**Close-up of the layout**

The bar under the picture is 10 um long. Region (23, 23) to (48, 48) um. Cells in gray, sequential cells in the stronger gray; small squares are vias.
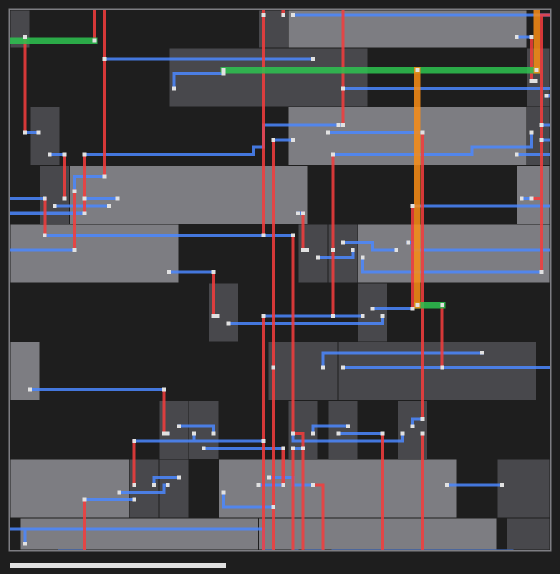
**Routing congestion**

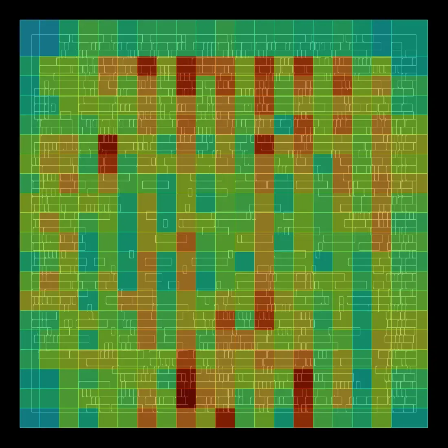
**Where the registers sit**

The bar under the picture is 50 um long. Other sequential cells in the stronger gray, the rest of the logic in the fainter gray.
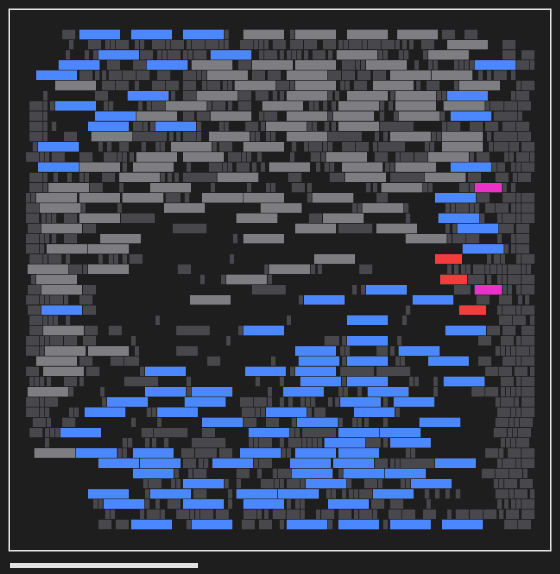
==> config.mk <==
export PLATFORM = sky130hd
export DESIGN_NAME = systolic_skew_feeder
export DESIGN_NICKNAME = d
export VERILOG_FILES = /design/src/rtl/systolic_pkg.sv /design/src/rtl/skew_line.sv /design/src/rtl/systolic_skew_feeder.sv
export SDC_FILE = /design/constraint.sdc
export NUM_CORES = 1
export LEC_CHECK = 0
export ABC_AREA = 1
export CORE_MARGIN = 4
export CORE_UTILIZATION = 45
export DETAILED_ROUTE_END_ITERATION = 10
export PLACE_DENSITY = 0.89
export SLEW_MARGIN = 20
export SYNTH_ARGS = -nofsm -noshare
export SYNTH_HDL_FRONTEND = slang
export SYNTH_SLANG_ARGS = --single-unit
export TNS_END_PERCENT = 1
==> constraint.sdc <==
create_clock -name clk -period 6.8 [get_ports clk]
set_input_delay 1.36 -clock clk [delete_from_list [all_inputs] [get_ports clk]]
set_output_delay 1.36 -clock clk [all_outputs]
set_load 0.01 [all_outputs]
==> reports/qor.yml <==
status: "finished clean"
synth_nets: 896
hold_path.class: "reg2reg"
design.die.area_um2: 20700
ir_drop_uv: 166.0
postRouteAntennaNets: 0
maxSlewHeadroom_pct: 29.01
grt_pass1_vias: 5090
syn_area_per_cell_um2: 10.90
logic_family: "buffers and inverters"
clockRootBuffer: "clkbuf_16"
pin_count: 264
io_buffers: 263
numSynthFlops: 197
nNonClkBuffers: 266
taps: 229
top_cell: "nor2_1"
common_cells: "231 x nor2_1, 229 x inv_1, 192 x edfxtp_1"
cts.reportedPaths.clkPinSlew_ps: 70
synthCells: 762
switching_share_pct: 24.17
seq_power_share_pct: 52.2
skew_ps: 8.742
Back to the opening pictures, 'close-up of the layout':
M1: marked blue. M4: marked orange. M3: marked green. M2: marked red.
Sequential cells in the window: 9. Most frequent: nor2_1 (9), edfxtp_1 (9), inv_1 (7). 30 logic cells have their middle in the window.

Back to the opening pictures, 'routing congestion':
GRT Total Usage: 15.90%
grt met3 use: 5.225%

Back to the opening pictures, 'where the registers sit':
`g_lane.u_skew_a.g_chain.stage_reg`: marked blue, sequential cells 96, where spread over the die. `drain_cnt_reg`: marked red, sequential cells 3. `state_reg`: marked magenta, sequential cells 2.
Another 96 sequential cells are not colored.
Finished Core Util: 62.30%
Seq. pwr: 1.47 mW
Seq area share: 52.05%

per-layer routing:
metal,share of wire [%],wire length [um],vias to the layer above,track usage (%)
li1,-,-,2587,-
met1,36,5993,2376,17.05
met2,53,8819,190,28.86
met3,8.7,1449,27,5.225
met4,2.3,380,0,6.293
met5,0,0,-,0
stage by stage:
stage / cells / cell area [um2] / total power [mW] / worst slack [ps]
floorplan: 762 / 8308 / 1.682 / 593.3
global placement: 1170 / 10680 / 1.857 / 2658
detailed placement: 1170 / 10680 / 1.870 / 2646
CTS: 1202 / 11260 / 2.850 / 2641
global route: 1202 / 11270 / 2.935 / 2596
finish: 1202 / 11270 / 2.813 / 2651
worst max-delay path, stage by stage:
cell,delay [ps]
clkdlybuf4s50_1,540
inv_1,70
nand2_2,110
nand2_1,120
inv_1,70
clkdlybuf4s50_1,530
Power figures rest on the tool's default switching activity, not on a simulated workload.
